==> images/congestion_map.png <==
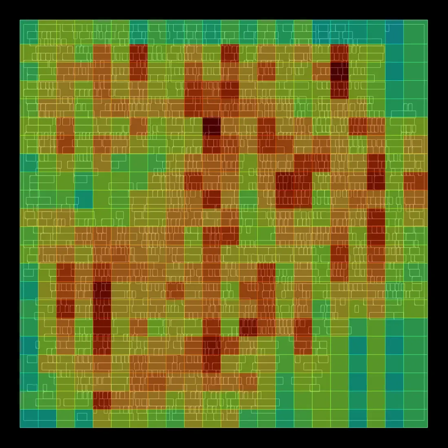
==> images/pinout.png <==
Scale: 3 px per um. Pins as bars across the die edge, other pins in gray.
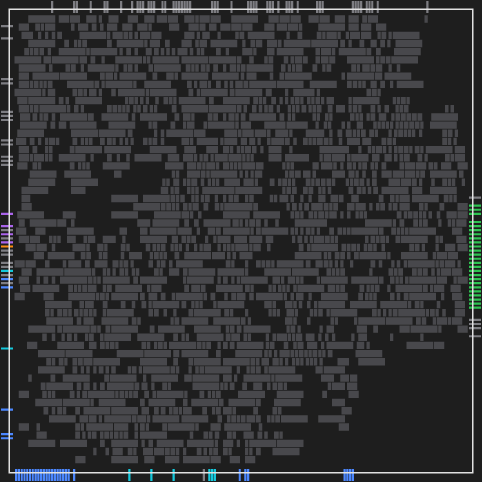
==> images/route_heat.png <==
Scale: 2 px per um. The die is cut into 31 by 31 equal tiles; dark blue is low, red is high, scaled to the fullest tile. Values are wire area over tile area, all layers added.
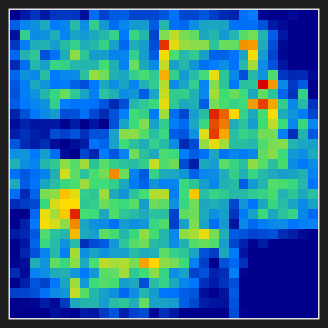
==> images/m2.png <==
Scale: 3 px per um. Cells faint in the background.
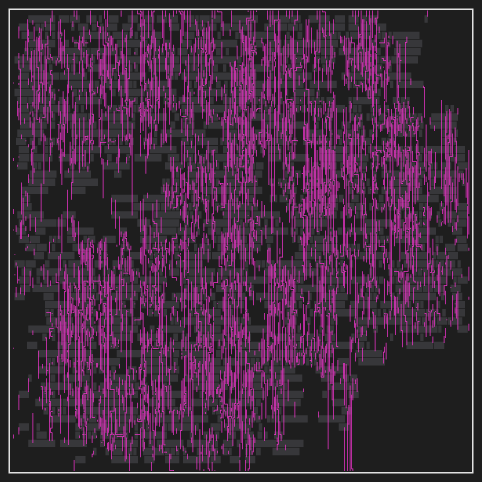
## src/rtl/snn_noc_scheduler.sv

```systemverilog
// Timestep sequencer for the 3x3 SNN PE mesh: injects filter and ifmap-window packets,
// gathers the nine PE results in any order, then streams them to the memory write port.
module snn_noc_scheduler #(
    parameter int         BL       = 2,
    parameter logic [3:0] SRC_ADDR = 4'b1101,
    parameter int         TSW      = 4
) (
    input  logic           clk,
    input  logic           reset,
    input  logic           start,
    input  logic [24:0]    ifmap,
    input  logic           filt_we,
    input  logic [1:0]     filt_row,
    input  logic [23:0]    filt_data,
    output logic           noc_out_valid,
    input  logic           noc_out_ready,
    output logic [32:0]    noc_out_data,
    input  logic           noc_in_valid,
    output logic           noc_in_ready,
    input  logic [32:0]    noc_in_data,
    output logic           wb_valid,
    input  logic           wb_ready,
    output logic           wb_kind,
    output logic [1:0]     wb_x,
    output logic [1:0]     wb_y,
    output logic [7:0]     wb_data,
    output logic           busy,
    output logic           step_done,
    output logic [TSW-1:0] ts,
    output logic           err_dup,
    output logic           err_addr
);

    localparam int GW = (BL > 0) ? $clog2(BL + 1) : 1;

    typedef enum logic [1:0] {IDLE, SEND, RECV, WB} state_t;

    state_t          state, state_next;
    logic [23:0]     filt0, filt1, filt2;
    logic [24:0]     ifmap_q;
    logic [5:0]      pkt_idx;
    logic [GW-1:0]   gap_cnt;
    logic [8:0]      mask, mask_next;
    logic [7:0]      pot [9];
    logic [8:0]      spk;
    logic [4:0]      wb_idx;

    logic [1:0]      sel_row;
    logic [3:0]      sel_p, sel_rc, wb_rc, in_p;
    logic            sel_type;
    logic [4:0]      win_base;
    logic [8:0]      win;
    logic [23:0]     filt_sel;
    logic [1:0]      in_col, in_rc, in_r;
    logic            in_hs, in_bad, in_new, out_hs, wb_hs, wb_last, unused_in_bits;

    // Maps PE index p = r*3+c back to {r, c}.
    function automatic logic [3:0] pe_rc(input logic [3:0] p);
        case (p)
            4'd0:    pe_rc = 4'b0000;
            4'd1:    pe_rc = 4'b0001;
            4'd2:    pe_rc = 4'b0010;
            4'd3:    pe_rc = 4'b0100;
            4'd4:    pe_rc = 4'b0101;
            4'd5:    pe_rc = 4'b0110;
            4'd6:    pe_rc = 4'b1000;
            4'd7:    pe_rc = 4'b1001;
            4'd8:    pe_rc = 4'b1010;
            default: pe_rc = 4'b0000;
        endcase
    endfunction

    // Packets 0..17 interleave row-0 filter/ifmap per PE; 18..35 are rows 1 and 2.
    always_comb begin
        sel_row  = 2'd0;
        sel_p    = 4'd0;
        sel_type = 1'b0;
        if (pkt_idx < 6'd18) begin
            sel_p    = pkt_idx[4:1];
            sel_type = pkt_idx[0];
        end else if (pkt_idx < 6'd27) begin
            sel_row = 2'd1;
            sel_p   = 4'(pkt_idx - 6'd18);
        end else begin
            sel_row = 2'd2;
            sel_p   = 4'(pkt_idx - 6'd27);
        end
    end

    assign sel_rc   = pe_rc(sel_p);
    assign win_base = {3'b000, sel_rc[3:2]} * 5'd5 + {3'b000, sel_rc[1:0]};
    assign win = {ifmap_q[win_base + 5'd12], ifmap_q[win_base + 5'd11], ifmap_q[win_base + 5'd10],
                  ifmap_q[win_base + 5'd7],  ifmap_q[win_base + 5'd6],  ifmap_q[win_base + 5'd5],
                  ifmap_q[win_base + 5'd2],  ifmap_q[win_base + 5'd1],  ifmap_q[win_base]};

    always_comb begin
        case (sel_row)
            2'd1:    filt_sel = filt1;
            2'd2:    filt_sel = filt2;
            default: filt_sel = filt0;
        endcase
    end

    assign noc_out_valid = (state == SEND) && (gap_cnt == '0);
    assign noc_out_data  = noc_out_valid ?
        {sel_type, sel_rc[1:0], 2'd2 - sel_rc[3:2], SRC_ADDR, sel_type ? {15'b0, win} : filt_sel} : 33'd0;
    assign out_hs = noc_out_valid && noc_out_ready;

    // Result address {col, 2-row}; code 11 in either field names no PE.
    assign noc_in_ready   = (state == RECV);
    assign in_col         = noc_in_data[27:26];
    assign in_rc          = noc_in_data[25:24];
    assign in_r           = 2'd2 - in_rc;
    assign in_p           = {2'b00, in_r} * 4'd3 + {2'b00, in_col};
    assign in_hs          = noc_in_ready && noc_in_valid;
    assign in_bad         = (in_col == 2'd3) || (in_rc == 2'd3);
    assign in_new         = in_hs && !in_bad && !mask[in_p];
    assign unused_in_bits = ^{noc_in_data[32:28], noc_in_data[23:9]};

    always_comb begin
        mask_next = mask;
        if (in_new) mask_next[in_p] = 1'b1;
    end

    assign wb_valid = (state == WB);
    assign wb_rc    = pe_rc(wb_idx[4:1]);
    assign wb_kind  = wb_valid & wb_idx[0];
    assign wb_x     = wb_valid ? wb_rc[3:2] : 2'd0;
    assign wb_y     = wb_valid ? wb_rc[1:0] : 2'd0;
    assign wb_data  = !wb_valid ? 8'd0 : (wb_idx[0] ? {7'b0, spk[wb_idx[4:1]]} : pot[wb_idx[4:1]]);
    assign wb_hs    = wb_valid && wb_ready;
    assign wb_last  = wb_hs && (wb_idx == 5'd17);
    assign busy     = (state != IDLE);

    always_comb begin
        state_next = state;
        case (state)
            IDLE: if (start) state_next = SEND;
            SEND: if (out_hs && pkt_idx == 6'd35) state_next = RECV;
            RECV: if (mask_next == 9'h1FF) state_next = WB;
            WB:   if (wb_last) state_next = IDLE;
            default: state_next = IDLE;
        endcase
    end

    always_ff @(posedge clk or posedge reset) begin
        if (reset) begin
            state     <= IDLE;
            filt0     <= '0;
            filt1     <= '0;
            filt2     <= '0;
            ifmap_q   <= '0;
            pkt_idx   <= '0;
            gap_cnt   <= '0;
            mask      <= '0;
            spk       <= '0;
            wb_idx    <= '0;
            ts        <= '0;
            step_done <= 1'b0;
            err_dup   <= 1'b0;
            err_addr  <= 1'b0;
            for (int i = 0; i < 9; i++) pot[i] <= '0;
        end else begin
            state     <= state_next;
            step_done <= wb_last;
            if (in_hs && in_bad) err_addr <= 1'b1;
            if (in_hs && !in_bad && mask[in_p]) err_dup <= 1'b1;
            case (state)
                IDLE: begin
                    if (filt_we && filt_row == 2'd0) filt0 <= filt_data;
                    if (filt_we && filt_row == 2'd1) filt1 <= filt_data;
                    if (filt_we && filt_row == 2'd2) filt2 <= filt_data;
                    if (start) begin
                        ifmap_q <= ifmap;
                        pkt_idx <= '0;
                        gap_cnt <= '0;
                        mask    <= '0;
                        wb_idx  <= '0;
                    end
                end
                SEND: begin
                    if (out_hs) begin
                        pkt_idx <= pkt_idx + 6'd1;
                        gap_cnt <= GW'(BL);
                    end else if (gap_cnt != '0) begin
                        gap_cnt <= gap_cnt - GW'(1);
                    end
                end
                RECV: begin
                    if (in_new) begin
                        mask        <= mask_next;
                        pot[in_p]   <= noc_in_data[7:0];
                        spk[in_p]   <= noc_in_data[8];
                    end
                end
                WB: begin
                    if (wb_hs) wb_idx <= wb_idx + 5'd1;
                    if (wb_last) ts <= ts + TSW'(1);
                end
                default: ;
            endcase
        end
    end

endmodule

```

## config.mk

```make
export PLATFORM = sky130hd
export DESIGN_NAME = snn_noc_scheduler
export DESIGN_NICKNAME = d
export VERILOG_FILES = /design/src/rtl/snn_noc_scheduler.sv
export SDC_FILE = /design/constraint.sdc
export NUM_CORES = 1
export LEC_CHECK = 0
export ABC_AREA = 1
export CORE_UTILIZATION = 51
export DETAILED_ROUTE_END_ITERATION = 10
export HOLD_SLACK_MARGIN = 0.02
export PLACE_DENSITY = 0.79
export SYNTH_ARGS = -nofsm -noshare
export SYNTH_HDL_FRONTEND = slang
export SYNTH_SLANG_ARGS = --single-unit
```

## constraint.sdc

```tcl
create_clock -name clk -period 7.69 [get_ports clk]
set_clock_uncertainty 0.15 [all_clocks]
set_input_delay 1.538 -clock clk [delete_from_list [all_inputs] [get_ports clk]]
set_output_delay 1.538 -clock clk [all_outputs]
set_load 0.005 [all_outputs]
```

==> qor.yml <==
p_comb_share_pct: 42.2
edf_count: 0
p_total_mw: 4.85
met1Wirelength_um: 13600
layout_setup_ws_ns: 0.315
postCtsHoldBufs: 0
endpoint_kind: "primary output"
synthDistinctLibCells: 50
path_cells: "ha_2 > nand2_2 > nor2_2 > nor2_4 > nand2_4 > nor2_1 > nor3_2 > ha_1 > inv_1 > nor2_1 > nor3_1 > ha_1 > ha_1 > inv_1 > fa_2 > clkinv_1 > buf_4 > ha_1 > o41ai_4 > nand2_1 > nand3_1 > nand2_1 > inv_1 > clkdlybuf4s50_1"
antenna_cells: 0
drt-initial-drc-count: 906
rows: 55
seqPwrFrac_pct: 34.9
cts-root-buf: "clkbuf_16"
hold_violations: 0
holdPathEnd: "ts[3]$_DFFE_PP0P_"
yosysWarningCount: 0
dr.max_layer_used: "met4"
rr_startpoint: "state[0]$_DFFE_PP0P_"
synth_seq_share_pct: 44.4
coreArea_um2: 22600
worst_path_max_delay_cell: "fa_2"
nets: 1772
cp.arrival_ns: 5.69
boundaryPins: 148
fin_crit_ns: 7.38
slowest_delay_ns: 0.64
dpl_cell_area_um2: 13200
area_delta_synth_final_pct: 19.3
cpMostUsedCell: "ha_1"
vdd_drop_max_uv: 213
clockBufferDepth: 3
met2_length_um: 14000
firstDrtPassIters: 7
grt_pass1_wl_um: 50000
synth_area_um2: 11800
cts_tree: "done"
status: "completed"
top_cells_by_count: "nand2_1 (413), o21ai_0 (271), dfrtp_1 (209)"
comb-power_mw: 2.05
routed-wl-met3_um: 1970
crit_required_ns: 6.00
lay_top_count: "nand2_1"
ys.flop_type: "dfrtp_1"
die_w_um: 154
dp_hpwl_um: 20100
path_clk_slew_ns: 0.06
cp_num_cells: 24
final_cell_area_um2: 14100
crit_end: "noc_out_data[8]"
async_reset_ff_share_pct: 100
powerDensity_nw_per_um2: 345
maxCapViolCount: 0
synthTopLogicFamily: "simple AND/OR/NAND/NOR gates"
tightest_slew_ns: 1.00
hp-start: "ts[3]$_DFFE_PP0P_"
pre_cts_ws_ns: 0.520
clock_power_mw: 1.11
drt.antenna.violating_nets: 0
syn_inst: 1553
setup_viol: 0
yosys_area_um2: 11800
core_util_floorplan_pct: 52.0
fp_nets: 1676
synth_flops: 209
area_leaders: "dfrtp_1 (44%), nand2_1 (13%), o21ai_0 (12%)"
gp_congestion: 0.913
max-slew-margin-rel_pct: 33.0
p_int_mw: 2.91
yosys_cells: 1553
ys_sh_aoi_pct: 19.1
p_sw_share_pct: 39.9
dieArea_um2: 23700
route.detailed.drc: 0
fin_cells: 1951
warnings: 60
setup.worst_path.start: "pkt_idx[0]$_DFFE_PP0P_"
dpl.cell_count: 1905
crit_buf_inv: 6
whs_ns: 0.324
Back to the opening pictures, congestion_map.png:
final core utilization: 62.1%
met1 Use GR: 36.5%
M3 GR Usage: 3.18%
global-route usage over all layers: 25.7%
GR Layer Usage met2: 41.3%

Back to the opening pictures, pinout.png:
start -> orange  # pins 1, direction input, edge west
wb_data -> cyan  # pins 8, direction output, edge 6 south, 2 west
ts -> purple  # pins 4, direction output, edge west
noc_in_data -> blue  # pins 33, direction input, edge 28 south, 5 west
ifmap -> green  # pins 25, direction input, edge east
Port Buffer Count: 126
die height: 154 um

Back to the opening pictures, route_heat.png:
mean over tiles = 0.21
fullest tile = 0.66
emptiest ninth of the die = south-east
tiles over half the peak = 18%
nearly empty tiles = 12%
final WL: 30,400 um
via count: 10,900
WL/cell: 15.6 um

Back to the opening pictures, m2.png:
main direction = vertical
wire length on this layer = 14,000 um
share of all routed wire = 46%

-- registers in the layout, summed over array words and instances, names as in the netlist --
signal,cells
spk,9
filt0,24
pkt_idx,6
filt2,24
state,2
step_done,1
ifmap_q,25
gap_cnt,2
wb_idx,5
err_dup,1
filt1,24
ts,4
err_addr,1
pot,72
mask,9
-- layout make-up --
type | count | area (um2)
clock inverters | 7 | 85.1
well taps | 285 | 357
inverters | 168 | 641
multi-input cells | 1103 | 5670
repair buffers | 143 | 1390
clock buffers | 36 | 686
fillers | 1987 | 8590
flip-flops and latches | 209 | 5230
-- what timing repair did --
item | in CTS | in global routing
gates resized | 3 | 10
setup endpoints to repair | 3 | 8
setup buffers | 0 | 3
pin swaps | 1 | 1
